### Ports around the boundary

Bar = 100 microns. Pins as bars across the die edge, other pins in gray.
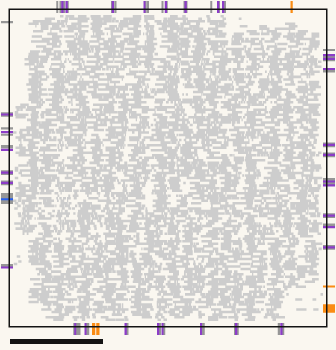
### Wire density map

34 x 34 tiles, from white (low) to dark blue (high), scaled to the fullest tile. Values are wire area over tile area, all layers added.
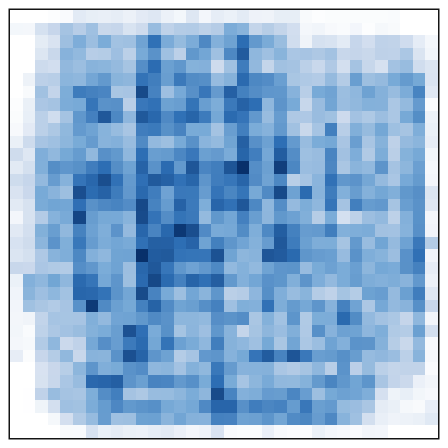
### Clock wiring as the flow saved it

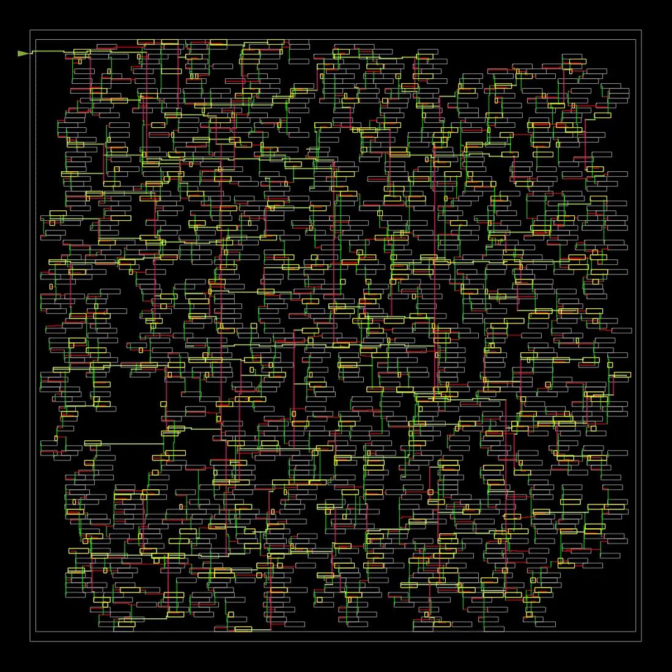
### A small window of the routed layout

Bar = 5 microns. Window x 160 to 180, y 228 to 248 microns. Cells in gray, sequential cells in the stronger gray; small squares are vias.
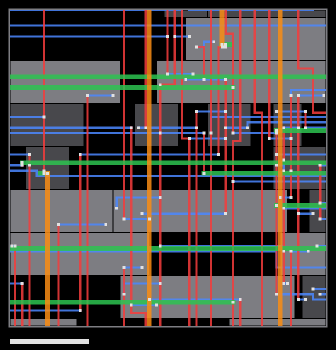
**config.mk**
```make
export PLATFORM = sky130hd
export DESIGN_NAME = picorv32_rf_multi
export DESIGN_NICKNAME = d
export VERILOG_FILES = /design/src/rtl/picorv32_rf_multi.sv
export SDC_FILE = /design/constraint.sdc
export NUM_CORES = 2
export LEC_CHECK = 0
export CAP_MARGIN = 20
export CELL_PAD_IN_SITES_DETAIL_PLACEMENT = 0
export CELL_PAD_IN_SITES_GLOBAL_PLACEMENT = 1
export CORE_MARGIN = 3
export CORE_UTILIZATION = 50
export CTS_CLUSTER_DIAMETER = 30
export CTS_CLUSTER_SIZE = 30
export DETAILED_ROUTE_END_ITERATION = 10
export PLACE_DENSITY_LB_ADDON = 0.1
export REMOVE_ABC_BUFFERS = 1
export SLEW_MARGIN = 20
export SYNTH_ARGS = -nofsm -noshare
export SYNTH_HDL_FRONTEND = slang
export SYNTH_SLANG_ARGS = --single-unit
export TNS_END_PERCENT = 50
```
**constraint.sdc**
```tcl
create_clock -name clk -period 10.83 [get_ports clk]
set_input_delay 2.166 -clock clk [delete_from_list [all_inputs] [get_ports clk]]
set_output_delay 2.166 -clock clk [all_outputs]
set_load 0.005 [all_outputs]
```
**src/rtl/picorv32_rf_multi.sv**
```systemverilog
// Parametrised multi-read-port register file with write bypass, optional hardwired x0,
// a post-reset clear sequencer, a ready flag and a sticky illegal-write flag.
module picorv32_rf_multi #(
    parameter int DATA_WIDTH     = 32,
    parameter int ADDR_WIDTH     = 6,
    parameter int DEPTH          = 36,
    parameter int NUM_READ       = 2,
    parameter int READ_LATENCY   = 0,
    parameter int BYPASS         = 1,
    parameter int ZERO_REG0      = 1,
    parameter int CLEAR_ON_RESET = 1
) (
    input  logic                           clk,
    input  logic                           resetn,
    input  logic                           clear,
    input  logic                           wr,
    input  logic [ADDR_WIDTH-1:0]          wa,
    input  logic [DATA_WIDTH-1:0]          d,
    input  logic [NUM_READ*ADDR_WIDTH-1:0] ra,
    output logic [NUM_READ*DATA_WIDTH-1:0] q,
    output logic                           ready,
    output logic                           err
);

    localparam int PTR_W = (DEPTH > 1) ? $clog2(DEPTH) : 1;
    localparam logic [PTR_W-1:0] PTR_LAST = PTR_W'(DEPTH - 1);
    localparam logic [ADDR_WIDTH:0] DEPTH_A = (ADDR_WIDTH + 1)'(DEPTH);

    typedef enum logic {
        ST_CLEAR = 1'b0,
        ST_RUN   = 1'b1
    } state_t;

    state_t           state_q, state_d;
    logic [PTR_W-1:0] ptr_q, ptr_d;
    logic             ready_q, ready_d;
    logic             err_q, err_d;

    logic [DATA_WIDTH-1:0] mem [DEPTH];

    logic wa_in_range;
    logic wa_is_zero;
    logic wr_accept;
    logic wr_illegal;

    assign wa_in_range = ({1'b0, wa} < DEPTH_A);
    assign wa_is_zero  = (ZERO_REG0 != 0) && (wa == '0);
    assign wr_accept   = wr && ready_q && wa_in_range && !wa_is_zero;
    assign wr_illegal  = wr && (!ready_q || !wa_in_range);

    always_ff @(posedge clk or negedge resetn) begin
        if (!resetn) begin
            state_q <= (CLEAR_ON_RESET != 0) ? ST_CLEAR : ST_RUN;
            ptr_q   <= '0;
            ready_q <= 1'b0;
            err_q   <= 1'b0;
        end else begin
            state_q <= state_d;
            ptr_q   <= ptr_d;
            ready_q <= ready_d;
            err_q   <= err_d;
        end
    end

    always_comb begin
        state_d = state_q;
        ptr_d   = ptr_q;
        case (state_q)
            ST_CLEAR: begin
                if (clear) begin
                    ptr_d = '0;
                end else if (ptr_q == PTR_LAST) begin
                    state_d = ST_RUN;
                    ptr_d   = '0;
                end else begin
                    ptr_d = ptr_q + PTR_W'(1);
                end
            end
            default: begin
                if (clear) begin
                    state_d = ST_CLEAR;
                    ptr_d   = '0;
                end
            end
        endcase
        // A clear request wins over an illegal write in the same cycle.
        err_d   = clear ? 1'b0 : (err_q || wr_illegal);
        ready_d = (state_d == ST_RUN);
    end

    // Storage is deliberately not reset; the sequencer zeroes it one entry per cycle.
    always_ff @(posedge clk) begin
        if (state_q == ST_CLEAR) begin
            mem[ptr_q] <= '0;
        end else if (wr_accept) begin
            mem[wa] <= d;
        end
    end

    genvar gi;
    generate
        for (gi = 0; gi < NUM_READ; gi++) begin : g_rd
            logic [ADDR_WIDTH-1:0] ra_sel;
            logic [DATA_WIDTH-1:0] rd_d;

            assign ra_sel = ra[gi*ADDR_WIDTH +: ADDR_WIDTH];

            always_comb begin
                rd_d = '0;
                if (ready_q && ({1'b0, ra_sel} < DEPTH_A) &&
                    !((ZERO_REG0 != 0) && (ra_sel == '0))) begin
                    if ((BYPASS != 0) && wr_accept && (wa == ra_sel)) begin
                        rd_d = d;
                    end else begin
                        rd_d = mem[ra_sel];
                    end
                end
            end

            if (READ_LATENCY == 0) begin : g_comb
                assign q[gi*DATA_WIDTH +: DATA_WIDTH] = rd_d;
            end else begin : g_reg
                logic [DATA_WIDTH-1:0] rd_q;
                always_ff @(posedge clk or negedge resetn) begin
                    if (!resetn) begin
                        rd_q <= '0;
                    end else begin
                        rd_q <= rd_d;
                    end
                end
                assign q[gi*DATA_WIDTH +: DATA_WIDTH] = rd_q;
            end
        end
    endgenerate

    assign ready = ready_q;
    assign err   = err_q;

endmodule

```
==> results.yml <==
# physical design summary
final_timing:
  skew_ns: 0.0425
  setup_violations: 0
  period_minus_slack_ns: 8.98
  slew_headroom_pct: 21.2
  finalCritPeriodShare_pct: 82.9
routing:
  ant_nets: 0
  drc_errors: 0
  postRouteWirelength_microns: 196000
  drt-pass1-iter-count: 6
pwr:
  p_leak_nw: 21.2
  vdd_drop_max_mv: 0.143
synthesis:
  syn_inst: 3432
  avgSynthCellArea_sq_um: 16.2
  ff_type: "edfxtp_1"
  simple_gate_share_pct: 4.20
  yosysUniqueCellTypes: 57
  xor_share_pct: 0.204
  ys_sh_adder_pct: 0.0225
  yosysWarnings: 0
  ys_cells: 3432
  synthTopLogicFamily: "multiplexers"
  ys_sh_aoi_pct: 7.64
  ys.flops: 1160
critical_path:
  worstReg2RegStart: "ready"
  reg2reg_depth: 6
  arrival_ns: 6.81
floorplanning:
  fp_util_pct: 50.8
  fp-row-count: 121
  chip_area_sq_mm: 0.115
run_status:
  status: "finished clean"
clock_network:
  clkSlewWorstSetupHoldPaths_ns: 0.05
  tritoncts: "built"
  root_buffer: "clkbuf_16"
  htreeDepth: 4
worst_hold_path:
  hold_start: "err"
  hold_path.class: "reg2reg"
job:
  drv_cap: 0
global_route:
  grt_overflow: 0
layout:
  nNetsFinal: 3669
  syn_to_final_growth_pct: 20.5
  layout-drive-gt1-share_pct: 27.0
place:
  dp_cells: 4851
Back to the opening pictures, 'Ports around the boundary':
- d: purple (pins 32; direction input; edge 10 right, 8 bottom, 8 top, 6 left)
- clear: blue (pins 1; direction input; edge left)
- ra: orange (pins 12; direction input; edge 7 right, 4 bottom, 1 top)
- all pins by edge: 37 right, 31 bottom, 27 left, 25 top
Die W: 340 microns
Die Y: 340 microns
I/O Buffers: 119

Back to the opening pictures, 'Wire density map':
- fullest tile: 0.66
- tiles over half the peak: 41%
- nearly empty tiles: 3.6%
- densest ninth of the die: center
- emptiest ninth of the die: upper right
- mean over tiles: 0.29
DR vias: 36716
All-Layer GR Usage: 33.7%

Back to the opening pictures, 'Clock wiring as the flow saved it':
Num CTS Buffers: 236
TritonCTS Sinks: 1160

Back to the opening pictures, 'A small window of the routed layout':
- M2: red
- M4: orange
- M1: blue
- M3: green
- cells with their middle in the window: 13
- most frequent: edfxtp_1 (7), buf_4 (2)
- sequential cells in the window: 7
- netlist names of flops here include: mem (7)

-- synth_stat cells (5+ instances only) --
cell type	count	area, sq um
dfrtp_1	8	200
mux2i_1	507	5070
a22o_1	40	350
xor2_1	12	105
mux4_2	301	6780
a2111oi_0	29	254
mux2_2	95	1070
and3_1	35	219
nand2_1	121	454
a2111oi_2	19	285
nand3_1	101	505
nor3b_1	5	37.5
o211ai_1	47	353
a21oi_1	120	601
buf_1	20	75.1
nor3_1	15	75.1
o22ai_1	63	394
clkbuf_1	135	507
edfxtp_1	1152	34600
a221oi_1	17	149
nor2b_1	48	300
and2_1	5	31.3
buf_4	10	75.1
a211oi_1	25	188
o21ai_0	50	250
a22oi_1	97	728
o31ai_1	13	97.6
o31a_1	21	184
nand2b_1	6	37.5
buf_2	115	576
o221a_2	22	248
nor2_1	129	484
-- flip-flops by register name (all words and copies together), names as in the netlist --
signal,cells
mem,1152
ptr_q,6
err,1
ready,1
-- per-stage QoR --
stage               power, mW  utilization [%]  setup slack, ns  area, sq um  hold slack [ns]
floorplan                5.34                -             3.50        54500            0.486
global placement         5.71             53.5             2.10        58800            0.495
detailed placement       5.72             53.6             2.06        58800            0.497
CTS                      13.2             61.2             2.04        67100            0.514
global route             13.4             61.2             1.85        67200            0.548
finish                   13.1             61.2             1.85        67200            0.515
-- routing by layer --
metal	up-vias	GRT usage [%]	part of all wire (%)
met1	19211	45.1	38
met2	2333	51.8	46
met4	2	15.7	4.9
li1	14657	-	-
met5	-	0	0.0066
met3	513	9.11	11
-- path summary, 6_finish.rpt --
kind,slack (ns),endpoint
max in group asynchronous,8.91,err
min in group asynchronous,1.66,ptr_q[1]
max,1.85,q[32]
min,0.52,err
min reg2reg,0.52,err
max reg2reg,6.17,mem[13][27]
-- worst max-delay path, stage by stage --
cell	delay (ns)
clkdlybuf4s50_1	0.63
o31ai_1	0.50
and2_2	0.52
buf_4	0.63
nand4_4	0.78
buf_4	0.61
o211ai_1	0.18
o221a_2	0.24
clkdlybuf4s50_1	0.50
-- power breakdown --
part	leakage, nW	internal (mW)	switching, mW
Sequential	9.18	4.93	0.0218
Clock	3.95	5.00	2.49
Combinational	8.11	0.252	0.449
Total	21.2	10.2	2.96
-- cell type report --
| type | count | area (sq um) |
|---|---|---|
| multi-input combinational | 1985 | 20100 |
| fill | 7931 | 42600 |
| tap | 1476 | 1850 |
| timing repair buffer | 228 | 2120 |
| clock inverter | 176 | 2320 |
| sequential | 1160 | 34800 |
| clock buffer | 264 | 6020 |
| inverter | 3 | 11.3 |
| antenna | 1 | 2.50 |
-- cells in the final DEF (no fill, tap or decap), drive strengths merged, types with 5 or more instances in the layout --
cell           count
a22oi             97
and2               6
clkdlybuf4s50    111
nor2b             48
nor2             129
o22ai             63
a221oi            17
or3                5
o211ai            49
nor3b              5
and3              35
a22o              40
dfrtp              8
mux2              95
a21oi            120
clkinv            87
o31a              21
nand3            101
inv               16
a211oi            25
mux4             301
a2111oi           48
mux2i            507
bufinv            42
nand2b             6
xor2              12
nor3              15
nand2            121
o21ai             50
buf              117
clkbuf           264
o31ai             13
clkinvlp          34
o221a             25
edfxtp          1152
Power figures rest on the tool's default switching activity, not on a simulated workload.
